Fig. 1: run 1, signal wires on met1
Drawn at 8 px/um. Supply wires on this layer in grey.
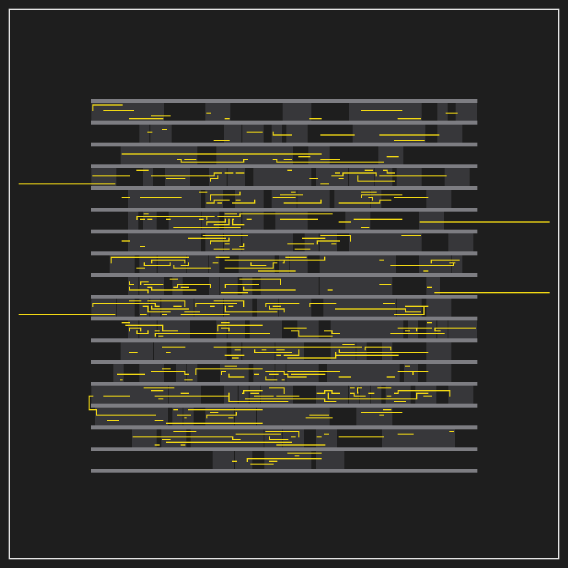
Fig. 2: run 1, cell area per tile
Drawn at 6 px/um. 7 x 7 tiles, from dark blue (low) to red (high), 0 to 100% covered.
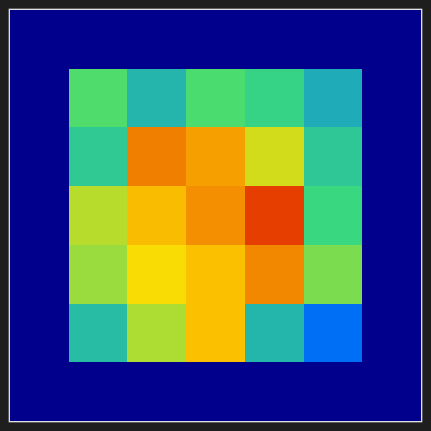
Fig. 3: run 1, nets reached from selected ports
Drawn at 6 px/um.
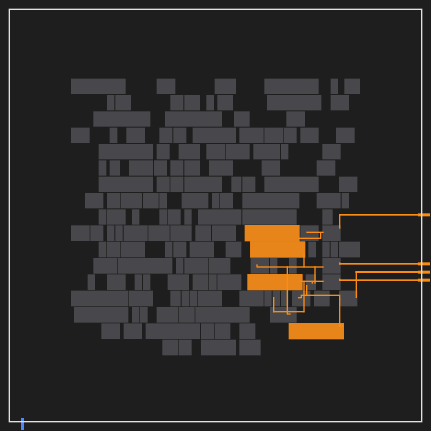
Fig. 4: run 1, cells by drive strength
Drawn at 6 px/um.
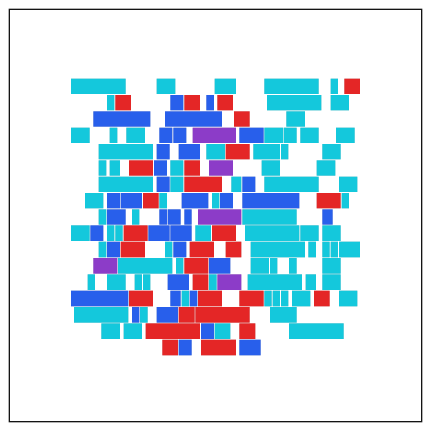
## src/rtl/fifo_sync_ctrl.sv

```systemverilog
// Single-clock pointer/flag controller for a dual-port FIFO memory (fifomem).
// Optional sticky overflow/underflow flags are built when FIFO_ERR_EN is defined.
module fifo_sync_ctrl #(
    parameter int ADDRSIZE   = 4,
    parameter int AFULL_LVL  = 14,
    parameter int AEMPTY_LVL = 2
) (
    input  logic                clk,
    input  logic                rst,
    input  logic                winc,
    input  logic                rinc,
    input  logic                err_clr,
    output logic                wclken,
    output logic [ADDRSIZE-1:0] waddr,
    output logic [ADDRSIZE-1:0] raddr,
    output logic                wfull,
    output logic                rempty,
    output logic [ADDRSIZE:0]   count,
    output logic                almost_full,
    output logic                almost_empty,
    output logic                ovf,
    output logic                udf
);

    localparam logic [ADDRSIZE:0] DEPTH_W  = (ADDRSIZE+1)'(1 << ADDRSIZE);
    localparam logic [ADDRSIZE:0] ONE_W    = (ADDRSIZE+1)'(1);
    localparam logic [ADDRSIZE:0] AFULL_W  = (ADDRSIZE+1)'(AFULL_LVL);
    localparam logic [ADDRSIZE:0] AEMPTY_W = (ADDRSIZE+1)'(AEMPTY_LVL);

    logic [ADDRSIZE:0] wptr;
    logic [ADDRSIZE:0] rptr;
    logic [ADDRSIZE:0] count_next;
    logic              wacc;
    logic              racc;

    // Acceptance uses the registered flags, so a full FIFO rejects a write
    // even when a read frees a slot on the same edge (and vice versa for empty).
    assign wacc   = winc & ~wfull;
    assign racc   = rinc & ~rempty;
    assign wclken = wacc & ~rst;
    assign waddr  = wptr[ADDRSIZE-1:0];
    assign raddr  = rptr[ADDRSIZE-1:0];

    always_comb begin
        count_next = count;
        case ({wacc, racc})
            2'b10:   count_next = count + ONE_W;
            2'b01:   count_next = count - ONE_W;
            default: count_next = count;
        endcase
    end

    always_ff @(posedge clk or posedge rst) begin
        if (rst) begin
            wptr         <= '0;
            rptr         <= '0;
            count        <= '0;
            wfull        <= 1'b0;
            rempty       <= 1'b1;
            almost_full  <= 1'b0;
            almost_empty <= 1'b1;
        end else begin
            if (wacc)
                wptr <= wptr + ONE_W;
            if (racc)
                rptr <= rptr + ONE_W;
            count        <= count_next;
            wfull        <= (count_next == DEPTH_W);
            rempty       <= (count_next == '0);
            almost_full  <= (count_next >= AFULL_W);
            almost_empty <= (count_next <= AEMPTY_W);
        end
    end

`ifdef FIFO_ERR_EN
    // Sticky error flags; a new error on the clearing edge keeps the flag set.
    always_ff @(posedge clk or posedge rst) begin
        if (rst) begin
            ovf <= 1'b0;
            udf <= 1'b0;
        end else begin
            ovf <= (winc & wfull)  | (ovf & ~err_clr);
            udf <= (rinc & rempty) | (udf & ~err_clr);
        end
    end
`else
    logic unused_err_clr;

    assign unused_err_clr = err_clr;
    assign ovf            = 1'b0;
    assign udf            = 1'b0;
`endif

endmodule

```

## config.mk

```make
export PLATFORM = sky130hd
export DESIGN_NAME = fifo_sync_ctrl
export DESIGN_NICKNAME = d
export VERILOG_FILES = /design/src/rtl/fifo_sync_ctrl.sv
export SDC_FILE = /design/constraint.sdc
export NUM_CORES = 1
export LEC_CHECK = 0
export ABC_AREA = 1
export CAP_MARGIN = 5
export CORE_MARGIN = 10
export CORE_UTILIZATION = 43
export CTS_CLUSTER_DIAMETER = 80
export DETAILED_ROUTE_END_ITERATION = 16
export GPL_TIMING_DRIVEN = 0
export PLACE_DENSITY = 0.75
export SYNTH_ARGS = -nofsm -noshare
export SYNTH_HDL_FRONTEND = slang
export SYNTH_SLANG_ARGS = --single-unit
```

## constraint.sdc

```tcl
create_clock -name clk -period 1.65 [get_ports clk]
set_input_delay 0.4125 -clock clk [delete_from_list [all_inputs] [get_ports clk]]
set_output_delay 0.4125 -clock clk [all_outputs]
set_load 0.02 [all_outputs]
```

==> Slide: Implementation Results, run 1 <==
Implementation Results

Cells and area
  – Non-clk invs: 16
  – Data buffer area share: 20.7%
  – Register area: approximately 430 um^2
  – Top reg by flops: count
  – Dominant logic cell type in the layout: dlygate4sd2_1
  – Fill cells: 194
  – Layout clock area frac: between 1.5 and 2%
  – Area grow syn2layout: 48.5%
  – Share of layout cells above drive strength 1: 47.0%

Worst setup path
  – Reg2reg start: rempty
  – Flop2flop setup slack: -120 ps
  – CP Max Fanout: 4
  – Worst EP arrival: 2000 ps
  – Crit path capture type: flip-flop
  – R2R cell count: 11
  – Slowest CP cell: dfstp_2
  – Reg2reg end: wfull
  – WP data required: 1880 ps

Power
  – Net Sw Frac: between 40% and 50%
  – Comb pwr share: 66.6%
  – PwrDens: 2220 nW/um^2
  – Lkg Pwr: about 0.75 nW

Place
  – Post-placement setup slack: -832 ps
  – GPL Wtd Cong: 0.816

Synth
  – Number of enable flip-flop cells: 0
  – Cell count after synthesis: 111
  – Async S/R FF share, synth: 100%

Worst hold path
  – Hold EP: wptr[3]
  – Hold Path Class: reg -> reg
  – Hold Crit Depth: 1

CTS
  – CTS HTree Levels: 1
  – CTS tree: yes
  – Root Driver: clkbuf_4

Die
  – Core area: 2230 um^2
  – Die H: about 70 um
  – TAP cells: 28
  – Cell Rows: 17

STA
  – Post-route worst setup slack: -118 ps
  – Post-layout period usage of the worst path: 107%
  – Tightest Pin Transition: 657 ps
  – Final setup vio count: 5
  – Hold Fails Final Rpt: 0

Routing
  – First-pass iteration count of the detailed router: 4
  – DR vias/cell: between 4 and 5

Run
  – Tool Warnings: 30
  – Max_cap viols: 0

Run status
  – Failing checks: negative setup slack
  – Status: complete, but fails checks

GRT
  – First-pass GRT wire length: 4.15 mm
  – Met3 usage: around 3.7%
  – GR Util met2: 20.2%
  – Initial antenna violation count: 0
-- Fig. 1 (at the start) --
wire length on this layer: 947 um
nets with wire on the layer: 137

-- Fig. 2 (at the start) --
nearly empty tiles: 49%
emptiest ninth of the die: south-east
fullest tile: 93%
tiles over 75% full: 16%
densest ninth of the die: centre
mean over tiles: 31%

-- Fig. 3 (at the start) --
| port | colour | bits | direction | edge | end cells | buffers |
|---|---|---|---|---|---|---|
| waddr | orange | 4 | output | east | 4 | 4 |
| err_clr | blue | 1 | input | south | 0 | 0 |

-- Fig. 4 (at the start) --
| size | colour | cells | share |
|---|---|---|---|
| x3 and x4 | red | 28 | 19% |
| x2 | blue | 37 | 25% |
| x1 and smaller | cyan | 79 | 53% |
| x6 and larger | purple | 5 | 3.4% |

-- run 1: synth_stat cells, types with 2 or more instances --
| cell type | count | share of area, % |
|---|---|---|
| dfrtp_1 | 15 | 37 |
| nand4_1 | 3 | 1.9 |
| dfstp_2 | 2 | 5.2 |
| xor2_1 | 2 | 1.7 |
| nor2_1 | 9 | 3.3 |
| nand3_2 | 6 | 5.9 |
| xnor2_1 | 5 | 4.3 |
| buf_4 | 2 | 1.5 |
| nand3_1 | 6 | 3.0 |
| ha_1 | 4 | 5.0 |
| nand2_1 | 20 | 7.4 |
| nand2_4 | 5 | 5.6 |
| inv_1 | 15 | 5.6 |
| nand2_2 | 7 | 4.3 |
-- run 1: stage by stage --
stage | setup TNS, ps | cell area [um^2] | hold WS, ps
detailed placement | -5640 | 1280 | 457
CTS | -452 | 1460 | 469
global route | -1050 | 1500 | 493
global placement | -5330 | 1280 | 457
finish | -363 | 1500 | 470
floorplan | -412 | 1030 | 337
-- run 1: cell families (layout without fill, tap and decap cells) --
logic type	Yosys count	in the layout	synth area share, %
flops	17	17	42.3
buf+inv	18	55	7.42
simple gates	60	60	36.0
fa+ha+maj	4	4	4.95
xor+xnor	7	7	6.06
other cells	1	2	0.371
mux	1	1	1.11
compound gates	3	3	1.73
-- run 1: per-layer routing --
metal  vias up  routed length [um]
li1        418                   -
met1       423                 947
met2        26                1280
met3         4                 219
met4         0                  46
met5         -                   0
-- run 1: power groups by stage --
stage / Combinational, mW / Sequential (mW) / Clock (mW)
CTS: 2.14 / 0.872 / 0.243
detailed placement: 1.85 / 0.880 / 0
floorplan: 0.980 / 1.10 / 0
global placement: 1.79 / 0.867 / 0
finish: 2.22 / 0.883 / 0.229
global route: 2.44 / 0.921 / 0.260
Fig. 5: run 1, placement view
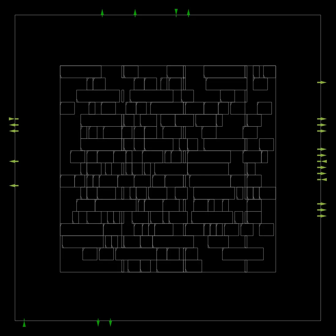

==> run 2: changes to the inputs <==
Settings changed: CORE_UTILIZATION 43 to 54, DONT_BUFFER_PORTS set to 1, PLACE_DENSITY 0.75 to 0.73.
Fig. 6: run 2, placement view
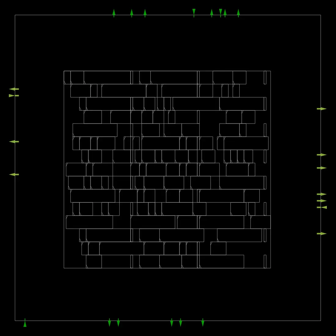
Cell Rows: 15
TAP cells: 25
Seq/total area: 33.3%
core area: 1750 um^2
Final Non-Filler Cells: 152

==> Slide: Implementation Results, run 2 <==
Implementation Results

Run status
  – Status: complete, but fails checks (unchanged)
  – Failing checks: negative setup slack (unchanged)

Cells and area
  – Register area: 430 um^2 (unchanged)
  – Nets: 137 (was 159)
  – Fill cells: 119 (was 194)
  – Area grow syn2layout: 28.0% (was 48.5%)
  – Top reg by flops: count (unchanged)
  – Dominant logic cell type in the layout: nand2_1 (was dlygate4sd2_1)

Worst setup path
  – Most used cell, CP: nand2_4 (unchanged)
  – Worst EP arrival: 2070 ps (was 2000 ps)
  – Slowest CP cell: dfstp_2 (unchanged)
  – Worst path cell trace: nor2_8 > nand3_4 > nand2_4 > ha_4 > inv_4 > nand2_4 > nand3b_1 > nand3_2 > nand2_4 > nor2_4 > nand3_2 > nor2_1 (was nor2_8 > buf_6 > ha_4 > nand2_4 > nand2_4 > nand3b_1 > nand3_2 > nand2_4 > nor2_4 > nand3_2 > nor2_2)
  – R2R cell count: 12 (was 11)
  – WP data required: 1870 ps (was 1880 ps)
  – CP Max Fanout: 5 (was 4)

Power
  – Max power group: combinational logic (unchanged)
  – Comb pwr share: 54.4% (was 66.6%)
  – Tot Pwr: 3.04 mW (was 3.33 mW)
  – Combinational power: 1.65 mW (was 2.22 mW)
  – Lkg Pwr: 0.605 nW (was 0.752 nW)
  – PwrDens: 2350 nW/um^2 (was 2220 nW/um^2)
  – P_seq: 1.17 mW (was 883 uW)
  – Net Sw Frac: 52.0% (was 49.3%)
  – Clk power: 217 uW (was 229 uW)
  – VDD IR-drop max: 1520 uV (about the same)

Run
  – Tool Warnings: 30 (unchanged)
  – Max_cap viols: 0 (unchanged)

Synth
  – Top cells by count: nand2_1 (20), dfrtp_1 (15), inv_1 (15) (unchanged)
  – Top cells, area: dfrtp_1 (37%), nand2_1 (7.4%), nand3_2 (5.9%), inv_1 (5.6%), nand2_4 (5.6%) (unchanged)
  – Yosys top cell by area: dfrtp_1 (unchanged)
  – Most numerous cell in the Yosys netlist: nand2_1 (unchanged)
  – Number of enable flip-flop cells: 0 (unchanged)
  – Async S/R FF share, synth: 100% (unchanged)
  – Area share of the leading cell type in the synthesized netlist: 37.1% (unchanged)
  – Cell count after synthesis: 111 (unchanged)

Place
  – Post-placement setup slack: -334 ps (was -832 ps)
  – GPL Wtd Cong: 0.815 (was 0.816)

CTS
  – Root Driver: clkbuf_4 (unchanged)
  – Late-Pin Clk Latency: 290 ps (was 300 ps)
  – CTS tree: yes (unchanged)
  – CTS HTree Levels: 1 (unchanged)

STA
  – Tmin final: 1850 ps (was 1770 ps)
  – Tightest Pin Transition: 624 ps (was 657 ps)
  – Hold Fails Final Rpt: 0 (unchanged)
  – WHS: 80.7 ps (was 470 ps)
  – Post-route worst setup slack: -201 ps (was -118 ps)
  – Post-layout period usage of the worst path: 112% (was 107%)
  – Clk_skew: 3.58 ps (was 1.82 ps)
  – Final setup vio count: 6 (was 5)

Die
  – Die H: 63.3 um (was 68.5 um)

GRT
  – First-pass GRT wire length: 3.80 mm (was 4.15 mm)
  – Initial antenna violation count: 0 (unchanged)
  – GRT overflow: 0 (unchanged)

Worst hold path
  – Hold Path Class: in -> async (was reg -> reg)

Routing
  – DR vias/cell: 5.20 (was 4.92)
  – First-pass iteration count of the detailed router: 2 (was 4)
## run 2: worst paths after layout
| kind | start | end | slack, ps |
|---|---|---|---|
| setup / recovery | rempty | wfull | -200 |
| hold / removal | rst | count[4] | 80 |
| setup reg to reg | rempty | wfull | -200 |
| hold reg to reg | wptr[3] | wptr[3] | 610 |
| max in group asynchronous | rst | wfull | 1130 |
| min in group clk | winc | wptr[1] | 540 |
## run 2: logic make-up (layout without fill, tap and decap cells)
group | count (synthesis) | count (layout) | synth area share, %
flip-flops | 17 | 17 | 42.3
other | 1 | 2 | 0.371
AND/OR/NAND/NOR | 60 | 60 | 36.0
buffers and inverters | 18 | 33 | 7.42
adder cells (fa/ha/maj) | 4 | 4 | 4.95
multiplexers | 1 | 1 | 1.11
AND-OR/OR-AND | 3 | 3 | 1.73
XOR/XNOR | 7 | 7 | 6.06
## run 2: layout make-up
cell class / instances / share of cell area, %
multi-input cells: 77 / 49.0
flip-flops and latches: 17 / 33.3
repair buffers: 11 / 7.25
inverters: 16 / 4.84
well taps: 25 / 2.42
clock buffers: 4 / 2.03
plain buffers: 2 / 1.16
## run 2: through the flow
| step | TNS (ps) | util, % | instance area (um^2) |
|---|---|---|---|
| after floorplan | -412 | - | 1030 |
| after global placement | -1080 | 61.0 | 1060 |
| after detailed placement | -1390 | 61.0 | 1060 |
| after CTS | -938 | 70.1 | 1220 |
| after global routing | -1780 | 74.1 | 1290 |
| final | -882 | 74.1 | 1290 |
## run 2: routing by layer
| layer | global-route usage [%] | routed length, um |
|---|---|---|
| met1 | 10.7 | 830 |
| met2 | 21.1 | 1190 |
| met3 | 5.65 | 203 |
| met4 | 2.19 | 27 |
| met5 | 0 | 0 |
Power is estimated from default activity; no workload was simulated.
